## src/rtl/addsub_pkg.sv

```systemverilog
`default_nettype none
// +--------------------------------------------------------------------------+
// | addsub_pkg : shared constants, flag struct and slicing helper for        |
// |              pipelined_addsub.                           Rev 1.0         |
// +--------------------------------------------------------------------------+
package addsub_pkg;

  localparam logic OP_ADD = 1'b0;
  localparam logic OP_SUB = 1'b1;

  typedef struct packed {
    logic carry;
    logic overflow;
    logic zero;
  } flags_t;

  // Guarded so a bad STAGES reaches the elaboration check instead of a divide by zero.
  function automatic int slice_width(input int width, input int stages);
    return (stages < 1) ? width : width / stages;
  endfunction

endpackage
`default_nettype wire

```

## src/rtl/addsub_slice.sv

```systemverilog
`default_nettype none
// +--------------------------------------------------------------------------+
// | addsub_slice : S-bit combinational adder with carry in/out; one per      |
// |                pipeline stage of pipelined_addsub.       Rev 1.0         |
// +--------------------------------------------------------------------------+
module addsub_slice #(
  parameter int S = 16
) (
  input  logic [S-1:0] a,
  input  logic [S-1:0] b,
  input  logic         cin,
  output logic [S-1:0] sum,
  output logic         cout
);

  logic [S:0] total;

  assign total       = {1'b0, a} + {1'b0, b} + {{S{1'b0}}, cin};
  assign {cout, sum} = total;

endmodule
`default_nettype wire

```

## src/rtl/pipelined_addsub.sv

```systemverilog
`default_nettype none
// +--------------------------------------------------------------------------+
// | pipelined_addsub : carry chain cut into STAGES slices, valid/ready with  |
// | full back-pressure. Option macro ADDSUB_SATURATE_EN adds per-beat `sat`. |
// | Rev 1.0                                                                  |
// +--------------------------------------------------------------------------+
module pipelined_addsub
  import addsub_pkg::*;
#(
  parameter int WIDTH  = 32,
  parameter int STAGES = 2
) (
  input  logic             clk,
  input  logic             rst_n,
  input  logic             in_valid,
  output logic             in_ready,
  input  logic             op_sub,
`ifdef ADDSUB_SATURATE_EN
  input  logic             sat,
`endif
  input  logic [WIDTH-1:0] a,
  input  logic [WIDTH-1:0] b,
  output logic             out_valid,
  input  logic             out_ready,
  output logic [WIDTH-1:0] result,
  output logic             carry_out,
  output logic             overflow,
  output logic             zero
);

  localparam int S    = slice_width(WIDTH, STAGES);
  localparam int LAST = STAGES - 1;
  localparam int MSB  = WIDTH - 1;

  localparam logic [WIDTH-1:0] MOST_POS = {1'b0, {(WIDTH-1){1'b1}}};
  localparam logic [WIDTH-1:0] MOST_NEG = {1'b1, {(WIDTH-1){1'b0}}};

  if ((STAGES < 1) || ((WIDTH % ((STAGES < 1) ? 1 : STAGES)) != 0)) begin : g_param_check
    $error("pipelined_addsub: WIDTH (%0d) must be a multiple of STAGES (%0d >= 1)", WIDTH, STAGES);
  end

  // Stage registers; index k holds the state produced by stage k.
  logic             valid_q  [STAGES];
  logic [WIDTH-1:0] a_sk     [STAGES];
  logic [WIDTH-1:0] b_sk     [STAGES];
  logic             op_sk    [STAGES];
  logic             sa_sk    [STAGES];
  logic             sb_sk    [STAGES];
  logic             carry_sk [STAGES];
  logic [WIDTH-1:0] res_sk   [STAGES];
  flags_t           flags_q;
`ifdef ADDSUB_SATURATE_EN
  logic             sat_sk   [STAGES];
  logic             src_sat  [STAGES];
`endif

  // Inputs seen by each stage this cycle.
  logic             src_valid [STAGES];
  logic [WIDTH-1:0] src_a     [STAGES];
  logic [WIDTH-1:0] src_b     [STAGES];
  logic             src_op    [STAGES];
  logic             src_sa    [STAGES];
  logic             src_sb    [STAGES];
  logic             src_carry [STAGES];
  logic [WIDTH-1:0] src_res   [STAGES];

  logic [WIDTH-1:0] nxt_res   [STAGES];
  logic             nxt_carry [STAGES];
  flags_t           nxt_flags;
  logic [WIDTH-1:0] final_res;
  logic             advance;

  for (genvar k = 0; k < STAGES; k++) begin : g_stage
    logic [S-1:0]     b_slice;
    logic [S-1:0]     slice_sum;
    logic [WIDTH-1:0] res_merge;

    if (k == 0) begin : g_head
      assign src_valid[k] = in_valid;
      assign src_a[k]     = a;
      assign src_b[k]     = b;
      assign src_op[k]    = op_sub;
      assign src_sa[k]    = a[MSB];
      assign src_sb[k]    = b[MSB];
      assign src_carry[k] = op_sub;
      assign src_res[k]   = '0;
`ifdef ADDSUB_SATURATE_EN
      assign src_sat[k]   = sat;
`endif
    end else begin : g_body
      assign src_valid[k] = valid_q[k-1];
      assign src_a[k]     = a_sk[k-1];
      assign src_b[k]     = b_sk[k-1];
      assign src_op[k]    = op_sk[k-1];
      assign src_sa[k]    = sa_sk[k-1];
      assign src_sb[k]    = sb_sk[k-1];
      assign src_carry[k] = carry_sk[k-1];
      assign src_res[k]   = res_sk[k-1];
`ifdef ADDSUB_SATURATE_EN
      assign src_sat[k]   = sat_sk[k-1];
`endif
    end

    // Operand skew registers are pre-shifted, so every stage works on the low S bits.
    assign b_slice = (src_op[k] == OP_SUB) ? ~src_b[k][S-1:0] : src_b[k][S-1:0];

    addsub_slice #(
      .S (S)
    ) u_slice (
      .a    (src_a[k][S-1:0]),
      .b    (b_slice),
      .cin  (src_carry[k]),
      .sum  (slice_sum),
      .cout (nxt_carry[k])
    );

    always_comb begin
      res_merge            = src_res[k];
      res_merge[k*S +: S]  = slice_sum;
    end

    assign nxt_res[k] = res_merge;
  end

  // Flags come from the full, unclamped sum of the final stage.
  logic sign_b_eff;
  logic ovf;
  logic sat_hit;

  assign sign_b_eff         = src_sb[LAST] ^ src_op[LAST];
  assign ovf                = (src_sa[LAST] == sign_b_eff) && (nxt_res[LAST][MSB] != src_sa[LAST]);
  assign nxt_flags.carry    = nxt_carry[LAST];
  assign nxt_flags.overflow = ovf;
  assign nxt_flags.zero     = ~|nxt_res[LAST];

`ifdef ADDSUB_SATURATE_EN
  assign sat_hit = src_sat[LAST] & ovf;
`else
  assign sat_hit = 1'b0;
`endif

  assign final_res = sat_hit ? (src_sa[LAST] ? MOST_NEG : MOST_POS) : nxt_res[LAST];

  assign out_valid = valid_q[LAST];
  assign advance   = !out_valid || out_ready;
  assign in_ready  = advance;
  assign result    = res_sk[LAST];
  assign carry_out = flags_q.carry;
  assign overflow  = flags_q.overflow;
  assign zero      = flags_q.zero;

  // Data registers load only behind a valid beat, so idle outputs keep their last value.
  always_ff @(posedge clk or negedge rst_n) begin
    if (!rst_n) begin
      for (int k = 0; k < STAGES; k++) begin
        valid_q[k]  <= 1'b0;
        a_sk[k]     <= '0;
        b_sk[k]     <= '0;
        op_sk[k]    <= 1'b0;
        sa_sk[k]    <= 1'b0;
        sb_sk[k]    <= 1'b0;
        carry_sk[k] <= 1'b0;
        res_sk[k]   <= '0;
`ifdef ADDSUB_SATURATE_EN
        sat_sk[k]   <= 1'b0;
`endif
      end
      flags_q <= '0;
    end else if (advance) begin
      for (int k = 0; k < STAGES; k++) begin
        valid_q[k] <= src_valid[k];
        if (src_valid[k]) begin
          a_sk[k]     <= src_a[k] >> S;
          b_sk[k]     <= src_b[k] >> S;
          op_sk[k]    <= src_op[k];
          sa_sk[k]    <= src_sa[k];
          sb_sk[k]    <= src_sb[k];
          carry_sk[k] <= nxt_carry[k];
          res_sk[k]   <= (k == LAST) ? final_res : nxt_res[k];
`ifdef ADDSUB_SATURATE_EN
          sat_sk[k]   <= src_sat[k];
`endif
        end
      end
      if (src_valid[LAST]) begin
        flags_q <= nxt_flags;
      end
    end
  end

endmodule
`default_nettype wire

```

## config.mk

```make
export PLATFORM = sky130hd
export DESIGN_NAME = pipelined_addsub
export DESIGN_NICKNAME = d
export VERILOG_FILES = /design/src/rtl/addsub_pkg.sv /design/src/rtl/addsub_slice.sv /design/src/rtl/pipelined_addsub.sv
export SDC_FILE = /design/constraint.sdc
export NUM_CORES = 1
export LEC_CHECK = 0
export ABC_AREA = 1
export CAP_MARGIN = 10
export CORE_MARGIN = 1.5
export CORE_UTILIZATION = 35
export CTS_CLUSTER_SIZE = 8
export DETAILED_ROUTE_END_ITERATION = 6
export GPL_TIMING_DRIVEN = 0
export PLACE_DENSITY = 0.58
export SYNTH_ARGS = -nofsm -noshare
export SYNTH_HDL_FRONTEND = slang
export SYNTH_HIERARCHICAL = 1
export SYNTH_SLANG_ARGS = --single-unit
```

## constraint.sdc

```tcl
create_clock -name clk -period 3.8 [get_ports clk]
set_clock_uncertainty 0.2 [all_clocks]
set_input_delay 0.95 -clock clk [delete_from_list [all_inputs] [get_ports clk]]
set_output_delay 0.95 -clock clk [all_outputs]
set_load 0.005 [all_outputs]
```

Clock routing:
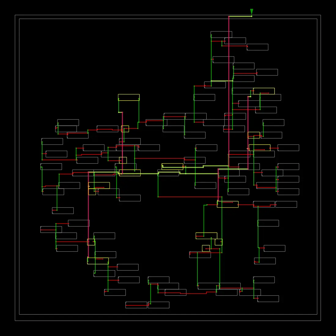
Clock net power: 0.872 mW
clkbuf count: 10
Insertion Delay late pin: 0.35 ns

Gate families picked out:
Drawn at 4 px/um.
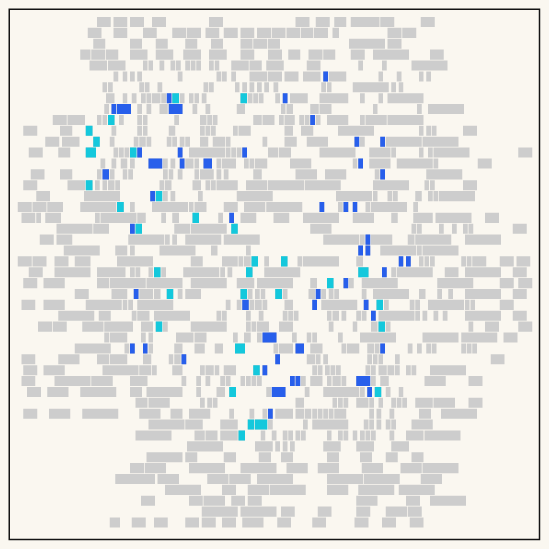
Blue is NOR gates, cells 51, most used nor2_1. Cyan is inverting AOI/OAI gates, cells 32, most used a21oi_1.

Wires at chosen ports, followed through buffers:
Drawn at 3 px/um.
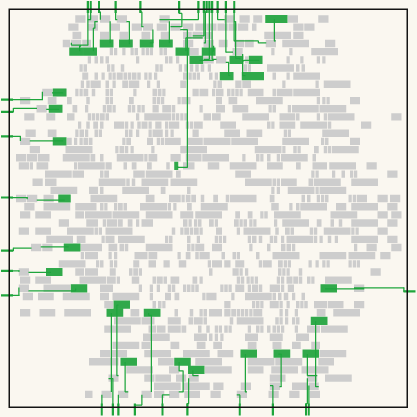
Green is `a`, bits 32, direction input, edge 14 top, 10 bottom, 7 left, 1 right, end cells 33, buffers 32, wire 684 um.

Where the registers sit:
Drawn at 3 px/um.
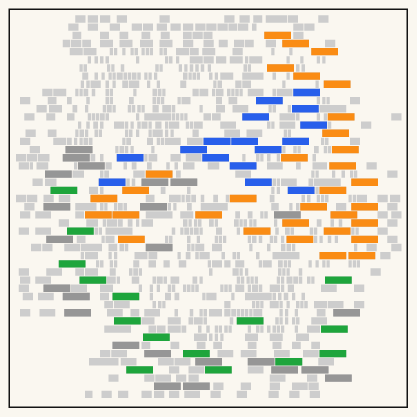
Green is `a_sk`, sequential cells 15. Orange is `result`, sequential cells 32. Blue is `final_res`, sequential cells 16.
sequential cell area share: 29.1%
Seq. cell area: 2180 um^2
Seq. pwr: 1.45 mW

==> impl_metrics.json <==
{
  "grt_pass1_wl_um": 22900,
  "critPathTopFamily": "adder cells",
  "top_layer": "met4",
  "setup_ws_ns": 0.223,
  "final_area_um2": 7490,
  "ys_types": 29,
  "instances_no_fill": 1040,
  "yosys.area_share.aoi_pct": 2.93,
  "internal_power_mw": 2.76,
  "grt_usage_pct": 16.5,
  "drc": 0,
  "cts_resized": 0,
  "dr_wl_met3_um": 538,
  "finalPower_mw": 4.53,
  "tritoncts": "done",
  "p_sw_mw": 1.77,
  "synth-edff-count": 0,
  "use_met3_pct": 2.54,
  "status": "finished, final reports clean",
  "synth_stat.cells": 698,
  "startpoint_type": "input port",
  "ys_chip_area_um2": 5840,
  "cts.sinks": 87,
  "numPortBuffers": 105,
  "syn-instance-count": 698,
  "cp.arrival_ns": 3.61,
  "taps": 220,
  "critPathKind": "input port to flip-flop",
  "finalSetupTns_ns": 0,
  "combinationalPower_mw": 2.21,
  "dr.pass1.iters": 4,
  "clockPowerShare_pct": 19.3,
  "fin_nets": 918,
  "xor_area_share_pct": 6.90,
  "crit_chain": "clkdlybuf4s50_1 -> buf_2 -> xor2_1 -> fa_1 -> fa_1 -> nand2_1 -> nand2_1 -> nand3b_1 -> nand2_2 -> nand2_1 -> nand2_1 -> nand2_1 -> nand2_1 -> mux2_4",
  "largestClassByArea": "multi-input combinational cells",
  "setup_viol": 0,
  "ff_type": "dfrtp_1",
  "syn_area_um2": 5840,
  "fin_hold_ws_ns": 0.280,
  "wl_met1_um": 7060,
  "diodes": 0,
  "ys_warn_count": 6,
  "regToRegStartpoint": "op_sk[1]"
}
Power and IR drop assume default switching activity.
